`src/rtl/fp_div_if.sv`:
```
// Handshake and divider-side signal bundle for the fp_div_ctrl sequencer.
// The slave modport is the controller; the master modport is its environment.
interface fp_div_if;
    logic        in_valid;
    logic        in_ready;
    logic [31:0] in_a;
    logic [31:0] in_b;
    logic [31:0] div_n;
    logic [31:0] div_d;
    logic [31:0] div_o;
    logic        out_valid;
    logic        out_ready;
    logic [31:0] out_result;
    logic        out_invalid;
    logic        out_dz;
    logic        busy;

    modport slave (
        input  in_valid, in_a, in_b, div_o, out_ready,
        output in_ready, div_n, div_d, out_valid, out_result, out_invalid, out_dz, busy
    );

    modport master (
        output in_valid, in_a, in_b, div_o, out_ready,
        input  in_ready, div_n, div_d, out_valid, out_result, out_invalid, out_dz, busy
    );
endinterface

```
`src/rtl/fp_div_ctrl.sv`:
```
// Front-end sequencer for a single-precision divider: resolves IEEE special
// operands locally and times the external divider for finite pairs.
//
// state  | meaning
// S_IDLE | ready for a new operand pair
// S_WAIT | divider running, cnt counts down to capture
// S_DONE | result held on the output port until consumed
module fp_div_ctrl #(
    parameter int unsigned DIV_LATENCY = 1,
    parameter logic [31:0] QNAN        = 32'h7FC00000
) (
    input  logic    clk,
    input  logic    rst_n,
    fp_div_if.slave bus
);

    typedef enum logic [1:0] {S_IDLE, S_WAIT, S_DONE} state_t;

    localparam logic [3:0] LAT = 4'(DIV_LATENCY);

    state_t      state, state_nxt;
    logic [3:0]  cnt;
    logic        accept;
    logic        sgn;
    logic        a_zero, a_inf, a_nan;
    logic        b_zero, b_inf, b_nan;
    logic        special;
    logic [31:0] spec_res;
    logic        spec_inv;
    logic        spec_dz;

    // Denormals count as zero (exponent field only).
    assign sgn    = bus.in_a[31] ^ bus.in_b[31];
    assign a_zero = (bus.in_a[30:23] == 8'h00);
    assign b_zero = (bus.in_b[30:23] == 8'h00);
    assign a_inf  = (bus.in_a[30:23] == 8'hFF) && (bus.in_a[22:0] == 23'h0);
    assign b_inf  = (bus.in_b[30:23] == 8'hFF) && (bus.in_b[22:0] == 23'h0);
    assign a_nan  = (bus.in_a[30:23] == 8'hFF) && (bus.in_a[22:0] != 23'h0);
    assign b_nan  = (bus.in_b[30:23] == 8'hFF) && (bus.in_b[22:0] != 23'h0);

    always_comb begin
        special  = 1'b1;
        spec_res = 32'h0;
        spec_inv = 1'b0;
        spec_dz  = 1'b0;
        if (a_nan || b_nan) begin
            spec_res = QNAN;
            spec_inv = 1'b1;
        end else if ((a_inf && b_inf) || (a_zero && b_zero)) begin
            spec_res = QNAN;
            spec_inv = 1'b1;
        end else if (a_inf) begin
            spec_res = {sgn, 8'hFF, 23'h0};
        end else if (b_zero) begin
            spec_res = {sgn, 8'hFF, 23'h0};
            spec_dz  = 1'b1;
        end else if (a_zero || b_inf) begin
            spec_res = {sgn, 31'h0};
        end else begin
            special  = 1'b0;
        end
    end

    assign accept = bus.in_valid && (state == S_IDLE);

    always_ff @(posedge clk or negedge rst_n) begin
        if (!rst_n) state <= S_IDLE;
        else        state <= state_nxt;
    end

    always_comb begin
        state_nxt = state;
        case (state)
            S_IDLE: if (accept)           state_nxt = special ? S_DONE : S_WAIT;
            S_WAIT: if (cnt == 4'd1)      state_nxt = S_DONE;
            S_DONE: if (bus.out_ready)    state_nxt = S_IDLE;
            default:                      state_nxt = S_IDLE;
        endcase
    end

    always_comb begin
        bus.in_ready  = (state == S_IDLE);
        bus.out_valid = (state == S_DONE);
        bus.busy      = (state == S_WAIT) || (state == S_DONE);
    end

    always_ff @(posedge clk or negedge rst_n) begin
        if (!rst_n) begin
            cnt             <= 4'd0;
            bus.div_n       <= 32'h0;
            bus.div_d       <= 32'h0;
            bus.out_result  <= 32'h0;
            bus.out_invalid <= 1'b0;
            bus.out_dz      <= 1'b0;
        end else if (accept) begin
            bus.div_n       <= bus.in_a;
            bus.div_d       <= bus.in_b;
            bus.out_invalid <= spec_inv;
            bus.out_dz      <= spec_dz;
            if (special) begin
                bus.out_result <= spec_res;
                cnt            <= 4'd0;
            end else begin
                cnt            <= LAT;
            end
        end else if (state == S_WAIT) begin
            cnt <= cnt - 4'd1;
            if (cnt == 4'd1) begin
                bus.out_result  <= bus.div_o;
                bus.out_invalid <= 1'b0;
                bus.out_dz      <= 1'b0;
            end
        end
    end

endmodule

```
`src/flat_wrapper.sv`:
```
// flat-port wrapper written by rule: the top's interface ports become plain ports
module fp_div_ctrl_flat 
#(
    parameter int unsigned DIV_LATENCY = 1,
    parameter logic [31:0] QNAN        = 32'h7FC00000
)
  (clk, rst_n, bus_in_valid, bus_in_a, bus_in_b, bus_div_o, bus_out_ready, bus_in_ready, bus_div_n, bus_div_d, bus_out_valid, bus_out_result, bus_out_invalid, bus_out_dz, bus_busy);
  fp_div_if bus_i ();
  input  logic clk;
  input  logic rst_n;
  input wire logic [$bits(bus_i.in_valid)-1:0] bus_in_valid;
  input wire logic [$bits(bus_i.in_a)-1:0] bus_in_a;
  input wire logic [$bits(bus_i.in_b)-1:0] bus_in_b;
  input wire logic [$bits(bus_i.div_o)-1:0] bus_div_o;
  input wire logic [$bits(bus_i.out_ready)-1:0] bus_out_ready;
  output wire logic [$bits(bus_i.in_ready)-1:0] bus_in_ready;
  output wire logic [$bits(bus_i.div_n)-1:0] bus_div_n;
  output wire logic [$bits(bus_i.div_d)-1:0] bus_div_d;
  output wire logic [$bits(bus_i.out_valid)-1:0] bus_out_valid;
  output wire logic [$bits(bus_i.out_result)-1:0] bus_out_result;
  output wire logic [$bits(bus_i.out_invalid)-1:0] bus_out_invalid;
  output wire logic [$bits(bus_i.out_dz)-1:0] bus_out_dz;
  output wire logic [$bits(bus_i.busy)-1:0] bus_busy;
  assign bus_i.in_valid = bus_in_valid;
  assign bus_i.in_a = bus_in_a;
  assign bus_i.in_b = bus_in_b;
  assign bus_i.div_o = bus_div_o;
  assign bus_i.out_ready = bus_out_ready;
  assign bus_in_ready = bus_i.in_ready;
  assign bus_div_n = bus_i.div_n;
  assign bus_div_d = bus_i.div_d;
  assign bus_out_valid = bus_i.out_valid;
  assign bus_out_result = bus_i.out_result;
  assign bus_out_invalid = bus_i.out_invalid;
  assign bus_out_dz = bus_i.out_dz;
  assign bus_busy = bus_i.busy;
  fp_div_ctrl #(.DIV_LATENCY(DIV_LATENCY), .QNAN(QNAN)) u_core (.clk(clk), .rst_n(rst_n), .bus(bus_i));
endmodule
```
`config.mk`:
```
export PLATFORM = sky130hd
export DESIGN_NAME = fp_div_ctrl_flat
export DESIGN_NICKNAME = d
export VERILOG_FILES = /design/src/rtl/fp_div_if.sv /design/src/rtl/fp_div_ctrl.sv /design/src/flat_wrapper.sv
export SDC_FILE = /design/constraint.sdc
export NUM_CORES = 1
export LEC_CHECK = 0
export ABC_AREA = 1
export CAP_MARGIN = 30
export CELL_PAD_IN_SITES_DETAIL_PLACEMENT = 0
export CELL_PAD_IN_SITES_GLOBAL_PLACEMENT = 1
export CORE_MARGIN = 5
export CORE_UTILIZATION = 29
export DETAILED_ROUTE_END_ITERATION = 8
export PLACE_DENSITY = 0.86
export SLEW_MARGIN = 20
export SYNTH_ARGS = -nofsm -noshare
export SYNTH_HDL_FRONTEND = slang
export SYNTH_SLANG_ARGS = --single-unit
```
`constraint.sdc`:
```
create_clock -name clk -period 2.2 [get_ports clk]
set_input_delay 0.44 -clock clk [delete_from_list [all_inputs] [get_ports clk]]
set_output_delay 0.44 -clock clk [all_outputs]
set_load 0.03 [all_outputs]
```
Fig. 1: met1 routing
Bar = 50 um. Supply wires on this layer in grey.
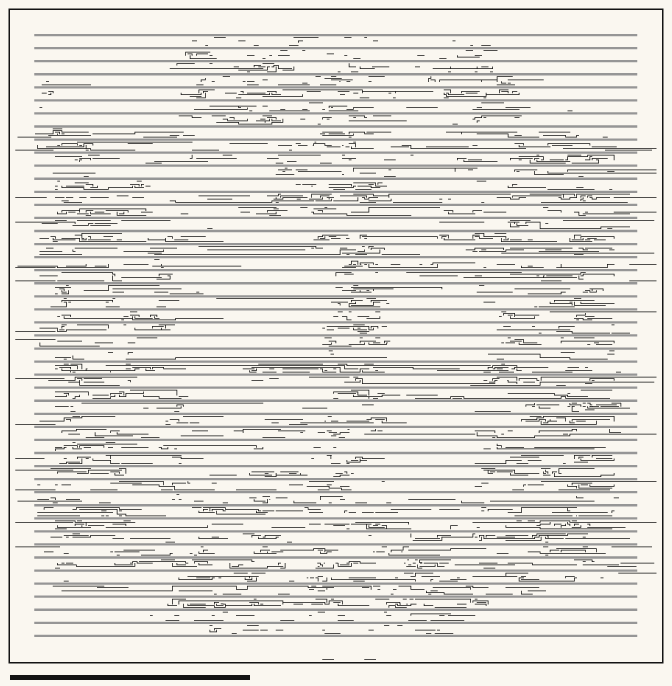
wire length on this layer: 6160 um
nets with wire on the layer: 754
main direction: horizontal

Fig. 2: the metal 2 layer
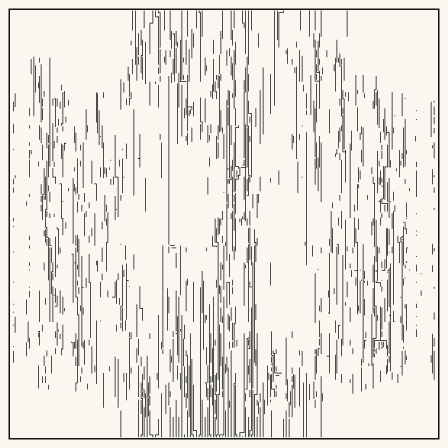
wire length on this layer: 6280 um
longest straight run: 53.4 um
main direction: vertical
share of all routed wire: 45%

Fig. 3: the metal 3 layer
Bar = 50 um. Cells faint in the background.
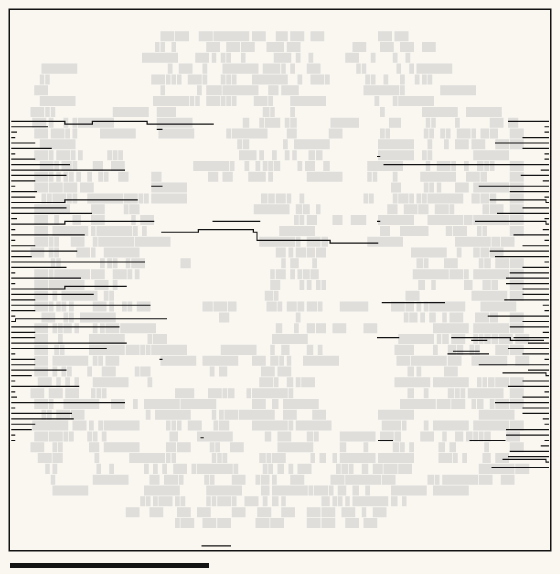
wire length on this layer: 1380 um
main direction: horizontal
routing usage on met3: 5.57%
Total Routed Length: 14.0 mm
Vias: 4281

Fig. 4: met4 routing
Supply wires on this layer in grey.
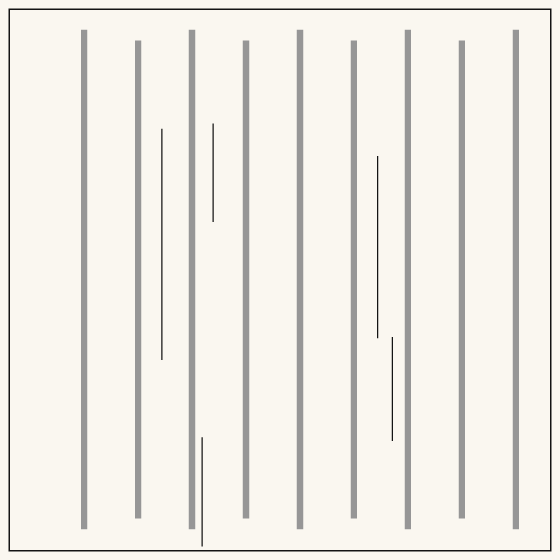
nets with wire on the layer: 3
share of all routed wire: 1.3%
longest straight run: 57.8 um
wire length on this layer: 181 um

==> run_results.csv <==
group,metric,value,unit
status,status,"completed",
power,power.leakage,0.00357,uW
clocking,tritoncts.num_buffers,9,
floorplanning,core,15700,um2
floorplanning,die_w,136,um
setup_path,start_kind,"register",
clocking,cts_tree,"built",
power,ir_drop,0.687,mV
detailed_routing,routedWlPerCell,14.0,um
global_routing,antenna_found_initial,0,
clocking,cts_buffer_depth,2,
power,power_density,1460,nW/um2
cells_and_area,drive_gt1_share,9.67,%
sta,setup_tns,0,ns
setup_path,endpoint_kind,"output pin",
cells_and_area,synthToLayoutAreaGrowth,59.9,%
sta,hold_viol,0,
power,switching_share,43.9,%
clocking,clk_latency,0.34,ns
global_routing,grt_pass1_wl,22.1,mm
floorplanning,fp_util,29.2,%
floorplanning,num_rows,46,
yosys,largest_area_cell,"dfrtp_1",
floorplanning,die_area,18400,um2
clocking,clock-root-buffer,"clkbuf_16",
floorplanning,die_h,136,um
setup_path,r2r_slack,0.36,ns
setup_path,arrival,1.66,ns
sta,slew_headroom,64.7,%
setup_path,cp_cell_sequence,"inv_1 > ha_1 > clkdlybuf4s50_1",
setup_path,crit_slowest_cell,"clkdlybuf4s50_1",
yosys,synth.distinct_cells,24,
flow_run,warnings,29,
global_routing,grt_usage,15.3,%
setup_path,crit_buf_inv,2,
setup_path,worst-path-max-fanout,3,
yosys,synth_top_flop_cell,"dfrtp_1",
power,power_switching,4700,uW
detailed_routing,first_iter_violations,174,
clocking,ctsResizeCount,1,
global_routing,grt_pass1_vias,4375,
yosys,syn-num-nets,666,
yosys,synth.most_common_cell,"nand2_1",
clocking,hold_buffers,0,
yosys,synth_seq_share,56.7,%
clocking,clk_pin_slew_worst_paths,0.07,ns
clocking,cts.sinks,104,
sta,finalCritPeriodShare,95.5,%
place,placed_cells,986,
sta,fmax,0.476,GHz
yosys,top_cells_by_count,"nand2_1, dfrtp_1, nor2_1",
place,hpwlAfterDp,10.6,mm
yosys,edf_count,0,
power,p_int,6000,uW
setup_path,crit_family,"buffers and inverters",
floorplanning,ios,201,
global_routing,grt_overflow,0,
clocking,cts_setup_buffers,0,
detailed_routing,first_pass_iters,4,
setup_path,required,1.76,ns
yosys,async_reset_ff_share,100,%
setup_path,cp.depth,3,
cells_and_area,fin_cells,1002,
cells_and_area,final_common_cell,"nand2_1",
yosys,synthTopCellsByArea,"dfrtp_1, nand2_1, nor2_1",
detailed_routing,viasPerCell,4.27,
sta,rsz0062_at_grt,"no",
setup_path,r2r_start,"u_core.state[0]",
setup_path,r2r-end,"u_core.bus.out_result[31]",
sta,setup_viol,0,
cells_and_area,antenna_cells,0,
setup_path,max_stage_delay,0.67,ns
cells_and_area,layout_top_cells,"nand2_1, clkdlybuf4s50_1, dfrtp_1, nor2_1, inv_1",
yosys,ys_cells,561,
setup_path,r2r_cells,10,
flow_run,drv_cap,0,
yosys,ys_area,4590,um2
yosys,synthCells,561,
cells_and_area,fin_nets,886,
place,routabilityCongestion,0.734,
sta,worst_slew_pin_slew,0.529,ns
power,pwr-share-comb,53.9,%
power,p_seq_share,31.0,%
yosys,synthesis.area,4590,um2
sta,period_needed,2.10,ns
place,portBuffers,200,
yosys,ys.flops,104,
yosys,top_area_share,56.7,%
setup_path,critPathKind,"reg -> out",
yosys,syn_area_per_cell,8.18,um2
power,power.share.clock,15.1,%
hold_path,hold_path_class,"in -> async",
clocking,htree_levels,3,
global_routing,grt_max_degree,46,
sta,fin_skew,0.00632,ns
yosys,yosysWarnings,0,
setup_path,cp-startpoint,"u_core.state[0]",
detailed_routing,ant_nets,0,
sta,slew_violations,0,
detailed_routing,drc_errors,0,
setup_path,crit_end,"bus_out_valid",
layer usage:
metal / track usage (%) / wire length (um)
met5: 0 / 0
met4: 4.42 / 180
met3: 5.57 / 1380
met2: 23.9 / 6280
met1: 20.0 / 6160
area by class of cell:
| cell class | count | area [um2] |
|---|---|---|
| Multi-Input combinational cell | 400 | 1750 |
| Clock buffer | 13 | 280 |
| Inverter | 33 | 124 |
| Sequential cell | 104 | 2600 |
| Timing Repair Buffer | 233 | 2290 |
| Tap cell | 216 | 270 |
| Clock inverter | 3 | 23.8 |
| Fill cell | 1544 | 8380 |
power by group through the flow:
stage | combinational [uW] | clock, uW | sequential [uW]
floorplan | 1670 | 0 | 4970
global placement | 5810 | 0 | 3320
detailed placement | 5870 | 0 | 3330
CTS | 5870 | 1680 | 3320
global route | 6260 | 1760 | 3440
finish | 5770 | 1610 | 3320
through the flow:
step	hold WS, ns	instance area [um2]	setup slack [ns]	power, uW	util (%)
after detailed placement	0.455	7020	-0.276	9200	44.7
after global routing	0.0954	7340	0.0145	11500	46.7
after CTS	0.0785	7320	0.00873	10900	46.6
final	0.0714	7340	0.0988	10700	46.7
after global placement	0.450	7020	-0.241	9130	44.7
after floorplan	0.144	4590	0.358	6640	-
flip-flops by register name, indices dropped and copies added (netlist names):
register / flops
u_core.bus.out_dz: 1
u_core.bus.out_invalid: 1
u_core.state: 2
u_core.bus.div_d: 32
u_core.bus.div_n: 32
u_core.bus.out_result: 32
u_core.cnt: 4
kinds of logic after synthesis:
family	after synthesis	share of synthesized area, %
AND/OR/NAND/NOR	361	32.4
flip-flops	104	56.7
buffers and inverters	57	5.54
AND-OR/OR-AND	34	3.98
adder cells (fa/ha/maj)	5	1.36
Power is estimated from default activity; no workload was simulated.
